### config.mk
export PLATFORM = sky130hd
export DESIGN_NAME = adder_operand_sequencer
export DESIGN_NICKNAME = d
export VERILOG_FILES = /design/src/rtl/adder_operand_sequencer.sv
export SDC_FILE = /design/constraint.sdc
export NUM_CORES = 1
export LEC_CHECK = 0
export CAP_MARGIN = 30
export CORE_ASPECT_RATIO = 0.75
export CORE_UTILIZATION = 47
export DETAILED_ROUTE_END_ITERATION = 8
export PLACE_DENSITY = 0.83
export SYNTH_ARGS = -nofsm -noshare
export SYNTH_HDL_FRONTEND = slang
export SYNTH_SLANG_ARGS = --single-unit
### constraint.sdc
create_clock -name clock -period 2.8 [get_ports clock]
set_input_delay 0.7 -clock clock [delete_from_list [all_inputs] [get_ports clock]]
set_output_delay 0.7 -clock clock [all_outputs]
set_load 0.005 [all_outputs]
### src/rtl/adder_operand_sequencer.sv
// Adder operand sequencer.
// Collects operand A, then operand B plus carry-in, from the switches on
// successive debounced-by-synchronizer button presses, waits one cycle for
// the external ripple-carry adder to settle, then captures its sum and
// compares it against an internally computed golden sum.
module adder_operand_sequencer #(
    parameter int WIDTH = 4
) (
    input  logic             clock,
    input  logic             resetn,
    input  logic [WIDTH-1:0] sw_data,
    input  logic             sw_cin,
    input  logic             load,
    input  logic [WIDTH-1:0] sum_in,
    input  logic             cout_in,
    output logic [WIDTH-1:0] operand_a,
    output logic [WIDTH-1:0] operand_b,
    output logic             carry_in,
    output logic [WIDTH:0]   result,
    output logic             result_valid,
    output logic             mismatch,
    output logic [1:0]       state
);

    typedef enum logic [1:0] {
        LOAD_A  = 2'b00,
        LOAD_B  = 2'b01,
        COMPUTE = 2'b10,
        SHOW    = 2'b11
    } state_t;

    state_t           r_state;
    state_t           w_nextState;

    logic             r_sync1;
    logic             r_sync2;
    logic             r_syncPrev;
    logic [1:0]       r_fill;
    logic             r_armed;
    logic             w_loadPulse;

    logic [WIDTH-1:0] r_operandA;
    logic [WIDTH-1:0] r_operandB;
    logic             r_carryIn;
    logic [WIDTH:0]   r_result;
    logic             r_resultValid;
    logic             r_mismatch;

    logic [WIDTH-1:0] w_nextOperandA;
    logic [WIDTH-1:0] w_nextOperandB;
    logic             w_nextCarryIn;
    logic [WIDTH:0]   w_nextResult;
    logic             w_nextResultValid;
    logic             w_nextMismatch;

    logic [WIDTH:0]   w_adderResult;
    logic [WIDTH:0]   w_golden;

    assign w_adderResult = {cout_in, sum_in};
    assign w_golden      = {1'b0, r_operandA} + {1'b0, r_operandB}
                         + {{WIDTH{1'b0}}, r_carryIn};

    // The edge detector is armed only once the synchronizer has really
    // sampled the button low, so a button held through reset release
    // cannot masquerade as a fresh press.
    assign w_loadPulse = r_sync2 & ~r_syncPrev & r_armed;

    // Two-flop synchronizer for the raw button, plus edge-detect history
    // and the arming logic that waits for a genuine low sample.
    always_ff @(posedge clock or negedge resetn) begin
        if (!resetn) begin
            r_sync1    <= 1'b0;
            r_sync2    <= 1'b0;
            r_syncPrev <= 1'b0;
            r_fill     <= 2'b00;
            r_armed    <= 1'b0;
        end else begin
            r_sync1    <= load;
            r_sync2    <= r_sync1;
            r_syncPrev <= r_sync2;
            r_fill     <= {r_fill[0], 1'b1};
            r_armed    <= r_armed | (r_fill[1] & ~r_sync2);
        end
    end

    // State and datapath registers; everything visible outside is a flop.
    always_ff @(posedge clock or negedge resetn) begin
        if (!resetn) begin
            r_state       <= LOAD_A;
            r_operandA    <= '0;
            r_operandB    <= '0;
            r_carryIn     <= 1'b0;
            r_result      <= '0;
            r_resultValid <= 1'b0;
            r_mismatch    <= 1'b0;
        end else begin
            r_state       <= w_nextState;
            r_operandA    <= w_nextOperandA;
            r_operandB    <= w_nextOperandB;
            r_carryIn     <= w_nextCarryIn;
            r_result      <= w_nextResult;
            r_resultValid <= w_nextResultValid;
            r_mismatch    <= w_nextMismatch;
        end
    end

    // Next-state and next-datapath decisions; a press seen during COMPUTE
    // is simply dropped because COMPUTE never looks at the pulse.
    always_comb begin
        w_nextState       = r_state;
        w_nextOperandA    = r_operandA;
        w_nextOperandB    = r_operandB;
        w_nextCarryIn     = r_carryIn;
        w_nextResult      = r_result;
        w_nextResultValid = r_resultValid;
        w_nextMismatch    = r_mismatch;
        case (r_state)
            LOAD_A: begin
                if (w_loadPulse) begin
                    w_nextOperandA    = sw_data;
                    w_nextResultValid = 1'b0;
                    w_nextMismatch    = 1'b0;
                    w_nextState       = LOAD_B;
                end
            end
            LOAD_B: begin
                if (w_loadPulse) begin
                    w_nextOperandB = sw_data;
                    w_nextCarryIn  = sw_cin;
                    w_nextState    = COMPUTE;
                end
            end
            COMPUTE: begin
                w_nextResult      = w_adderResult;
                w_nextResultValid = 1'b1;
                w_nextMismatch    = (w_adderResult != w_golden);
                w_nextState       = SHOW;
            end
            SHOW: begin
                if (w_loadPulse) begin
                    w_nextResultValid = 1'b0;
                    w_nextState       = LOAD_A;
                end
            end
            default: begin
                w_nextState = LOAD_A;
            end
        endcase
    end

    assign operand_a    = r_operandA;
    assign operand_b    = r_operandB;
    assign carry_in     = r_carryIn;
    assign result       = r_result;
    assign result_valid = r_resultValid;
    assign mismatch     = r_mismatch;
    assign state        = r_state;

endmodule

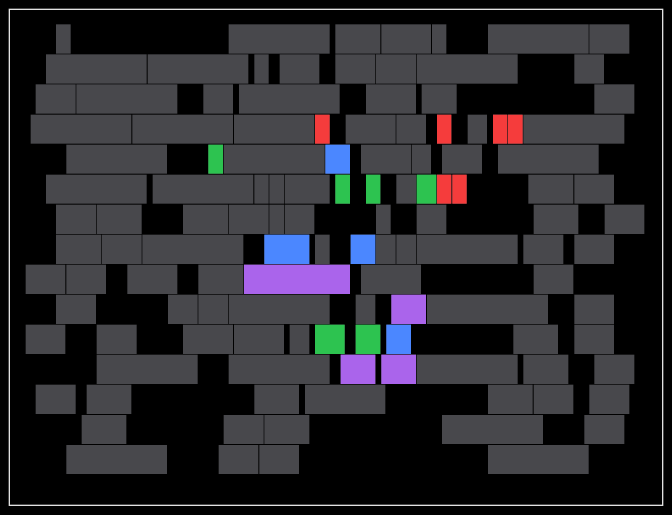
Run 1: gate families picked out
family	colour	cells
NAND gates	green	6
AND and OR gates	blue	4
NOR gates	red	6
XOR/XNOR gates	purple	4

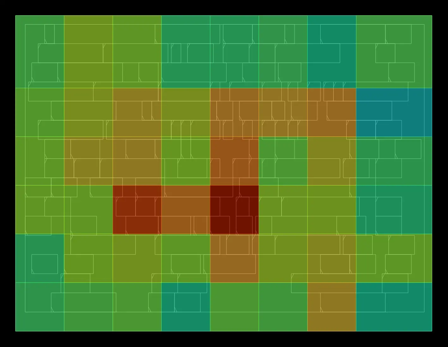
Run 1: track usage over the die
GRT Max-Usage Layer: met2
met1 global-route usage: 25.28%
GR Util All Layers: 18.82%

==> results.py, run 1 <==
# Auto-generated metrics
metrics = {
    "global_route": {
        "met2_usage_pct": 27.73,
        "grt_pass1_vias": 778,
        "overflow": 0,
    },
    "logic_synthesis": {
        "synth.mux.area_fraction_pct": 14.72,
        "ys_ff": 24,
        "synth_cell_type_count": 26,
        "ys_top_cells_by_count": "24 x dfrtp_1, 15 x mux2_2, 7 x ha_1, 7 x inv_1, 6 x nor2_1",
        "synthAoiAreaFrac_pct": 7.088,
        "netlist_area_um2": 1147,
        "topCombFamilyByArea": "multiplexers",
        "xor_share_pct": 4.580,
    },
    "final_timing": {
        "finalClockPeriodUsage_pct": 80.60,
        "fmax_mhz": 443.1,
        "fin_ws_ps": 543.2,
        "clock_skew_ps": 2.596,
        "period_minus_slack_ps": 2257,
    },
    "drt": {
        "firstDrtPassIters": 4,
        "dr_wl_met3_um": 153,
        "postRouteAntennaNets": 0,
        "wirelength_met1_um": 1067,
        "drcViolationCount": 0,
    },
    "setup_path": {
        "worstSetupPathType": "reg2reg",
        "cpPeakStageDelay_ps": 420,
        "startpoint": "operand_a[0]",
        "critPathSlowestCell": "dfrtp_1",
        "r2r-start": "operand_a[0]",
        "crit_path_end_kind": "register",
        "crit_end": "mismatch",
    },
    "clock_tree": {
        "htree_levels": 1,
        "clk_pin_slew_worst_paths_ps": 130,
        "post-cts-setup-buffers": 0,
    },
    "floorplanning": {
        "core_area_um2": 2308,
        "dieWidth_um": 59.05,
        "die_h_um": 44.79,
    },
    "power_and_ir_drop": {
        "swShare_pct": 32.88,
        "peakVddDrop_mv": 0.7584,
    },
    "layout": {
        "postLayoutCoreUtil_pct": 66.99,
        "syn_to_final_growth_pct": 34.79,
        "fin_nets": 146,
    },
    "run": {
        "warning_count": 29,
    },
    "min_path": {
        "min_to": "r_fill[1]",
        "hold_path_depth": 0,
    },
    "status": {
        "status": "complete, no violations",
    },
    "placement": {
        "portBuffers": 30,
    },
}
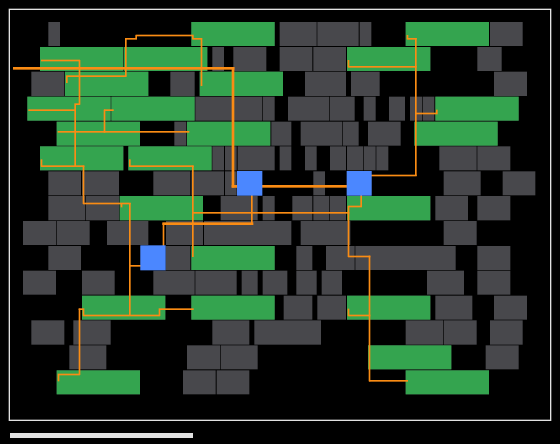
Run 1: clock distribution
Bar = 20 um.
[cells driving clock nets] blue | count: 3
[clock wires] orange | length: 285 um
[flip-flops] green | count: 24
flops lie	spread over the die

[run 1: placed cells by master, fill, tap and decap left out, drive strengths merged]
| cell | n |
|---|---|
| clkdlybuf4s50 | 30 |
| nor2 | 6 |
| xor2 | 2 |
| a21o | 2 |
| and3 | 2 |
| ha | 7 |
| bufinv | 1 |
| a21oi | 4 |
| nand4 | 1 |
| or2 | 1 |
| a2111oi | 1 |
| nand3 | 1 |
| inv | 7 |
| dfrtp | 24 |
| nand3b | 1 |
| conb | 1 |
| nand2 | 3 |
| xnor2 | 1 |
| buf | 1 |
| xnor3 | 1 |
| a2bb2oi | 1 |
| mux2 | 15 |
| clkbuf | 3 |
| or3 | 1 |
| fa | 2 |
| o21ai | 3 |
| o31ai | 1 |
[run 1: power by group through the flow]
stage	clock [W]	combinational, W	sequential, W
2_1_floorplan	0	0.000602	0.000602
5_1_grt	0.000269	0.00113	0.000621
4_1_cts	0.000259	0.00103	0.000599
3_5_place_dp	0	0.00102	0.000606
6_report	0.000251	0.00102	0.000597
3_3_place_gp	0	0.000984	0.000594
[run 1: cell type report]
cell class / count / area (um^2)
sequential: 24 / 600.6
clock inverter: 1 / 30.03
clock buffer: 3 / 22.52
tap: 34 / 42.54
inverter: 7 / 26.28
timing repair buffer: 31 / 307.8
fill: 188 / 762.0
multi-input combinational: 57 / 516.7
[run 1: cell families (layout without fill, tap and decap cells)]
logic type      Yosys count  count (layout)
compound gates           12              12
xor+xnor                  4               4
flops                    24              24
other cells               1               1
fa+ha+maj                 9               9
buf+inv                   8              42
simple gates             16              16
mux                      15              15
[run 1: sequential cells by signal, indices dropped and copies added, names as in the netlist, 2 cells and up]
signal / cells
r_fill: 2
state: 2
result: 5
operand_b: 4
operand_a: 4
--- run 2 (diff from run 1) ---
- CORE_UTILIZATION: 47 -> 42
- PLACE_DENSITY: 0.83 -> 0.79
- clock period: 2.8 -> 1.8 ns (I/O delays scaled with it)
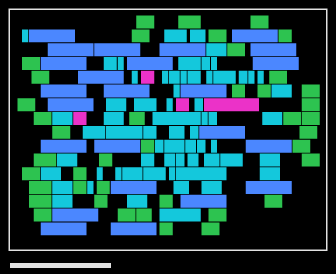
Run 2: cells coloured by class
Bar = 20 um.
class	colour	cells	share of their area
other buffers and delay cells	green	41	24%
all other logic	cyan	64	35%
flip-flops	blue	24	38%
clock drivers and dummy loads	magenta	4	3.3%

==> run 2 against run 1 <==
  * The run now ends with negative setup slack left
  * Clock-buffer cell count unchanged
  * Via count up 2.7%
  * Global-route usage decreased by 1.4 points
  * Clock power grew 54%
  * Critical endpoint unchanged
  * Largest cell class unchanged
  * Largest power group unchanged
==> results.py, run 2 <==
# Auto-generated metrics
metrics = {
    "status": {
        "status": "finished, violations left",
        "violations": "negative setup slack",
    },
    "placement": {
        "portBuffers": 30,
        "place_area_um2": 1559,
    },
    "setup_path": {
        "cpPeakStageDelay_ps": 410,
        "startpoint": "operand_a[0]",
        "worstSetupPathType": "reg2reg",
        "critPathSlowestCell": "dfrtp_1",
        "r2r-start": "operand_a[0]",
        "crit_end": "mismatch",
    },
    "clock_tree": {
        "cts_made_buffers": 3,
        "htree_levels": 1,
        "clk_pin_slew_worst_paths_ps": 130,
    },
    "layout": {
        "syn_to_final_growth_pct": 43.51,
        "fin_nets": 156,
        "fillers": 213,
        "final_cell_mix": "24 x dfrtp_1, 24 x clkdlybuf4s50_1, 15 x mux2_2",
        "postLayoutCoreUtil_pct": 63.27,
        "largest_reg_flops": 5,
    },
    "drt": {
        "postRouteAntennaNets": 0,
        "drcViolationCount": 0,
        "firstDrtPassIters": 2,
    },
    "floorplanning": {
        "dieWidth_um": 62.35,
        "die-area_um2": 2947,
    },
    "logic_synthesis": {
        "netlist_area_um2": 1147,
        "xor_share_pct": 4.580,
        "ys_top_cells_by_count": "24 x dfrtp_1, 15 x mux2_2, 7 x ha_1, 7 x inv_1, 6 x nor2_1",
        "topCombFamilyByArea": "multiplexers",
        "synth_top_area_share_pct": 52.34,
        "ys_chip_area_um2": 1147,
        "synthAoiAreaFrac_pct": 7.088,
        "yosys_cells": 89,
        "async_flop_share_pct": 100.0,
        "ys_ff": 24,
        "yosysSeqAreaShare_pct": 52.34,
    },
    "global_route": {
        "grt_pass1_vias": 855,
        "grt_max_degree": 25,
        "track_usage_pct": 17.46,
        "overflow": 0,
        "antenna_found_initial": 0,
    },
    "final_timing": {
        "clock_skew_ps": 2.027,
        "fin_ws_ps": -348.8,
        "setup_viol": 1,
        "finalClockPeriodUsage_pct": 119.4,
    },
    "power_and_ir_drop": {
        "peakVddDrop_mv": 0.9228,
        "cellLeakagePower_nw": 0.7738,
    },
    "run": {
        "warning_count": 32,
    },
}
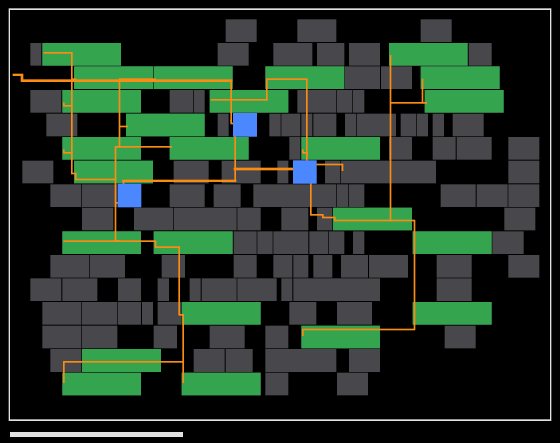
Run 2: clock distribution
Bar = 20 um.
[flip-flops] green | count: 24
[clock wires] orange | length: 265 um
[cells driving clock nets] blue | count: 3
routed clock nets	4

-- run 2: how the worst min path moves through the flow --
stage	start	end	slack, ps	cells after the start
2_1_floorplan	resetn	carry_in	150	0
3_3_place_gp	r_sync1	r_sync2	330	0
3_5_place_dp	r_sync1	r_sync2	350	0
4_1_cts	r_sync1	r_sync2	380	0
5_1_grt	r_sync1	r_sync2	390	0
6_report	r_sync1	r_sync2	370	0
-- run 2: layout make-up --
| cell class | count | area (um^2) | share of cell area [%] |
|---|---|---|---|
| clock buffers | 3 | 22.52 | 1.368 |
| clock inverters | 1 | 30.03 | 1.824 |
| inverters | 7 | 26.28 | 1.596 |
| multi-input cells | 57 | 531.8 | 32.29 |
| flip-flops and latches | 24 | 600.6 | 36.47 |
| well taps | 36 | 45.04 | 2.736 |
| repair buffers | 41 | 390.4 | 23.71 |
-- run 2: through the flow --
| stage | worst slack, ps | cells |
|---|---|---|
| floorplan | -215.6 | 89 |
| global placement | -232.4 | 163 |
| detailed placement | -338.7 | 163 |
| CTS | -362.5 | 167 |
| global route | -470.2 | 169 |
| finish | -348.8 | 169 |
-- run 2: report_power, final --
part | switching (W) | internal (W)
Sequential | 0.000156 | 0.000755
Combinational | 0.000704 | 0.00110
Clock | 0.000161 | 0.000225
-- run 2: per-layer routing --
layer	GRT usage, %	up-vias	share of wire (%)
li1	-	391	-
met2	35.16	23	53
met5	0	-	0
met1	19.60	395	43
met4	2.791	0	0
met3	4.854	0	4.2
-- run 2: repair_timing --
action | 4_1_cts | 5_1_grt
endpoints found under the hold margin | 0 | 0
gates resized | 2 | 5
pin swaps | 0 | 0
buffers inserted | 0 | 2
setup endpoints to repair | 3 | 5
Power figures rest on the tool's default switching activity, not on a simulated workload.
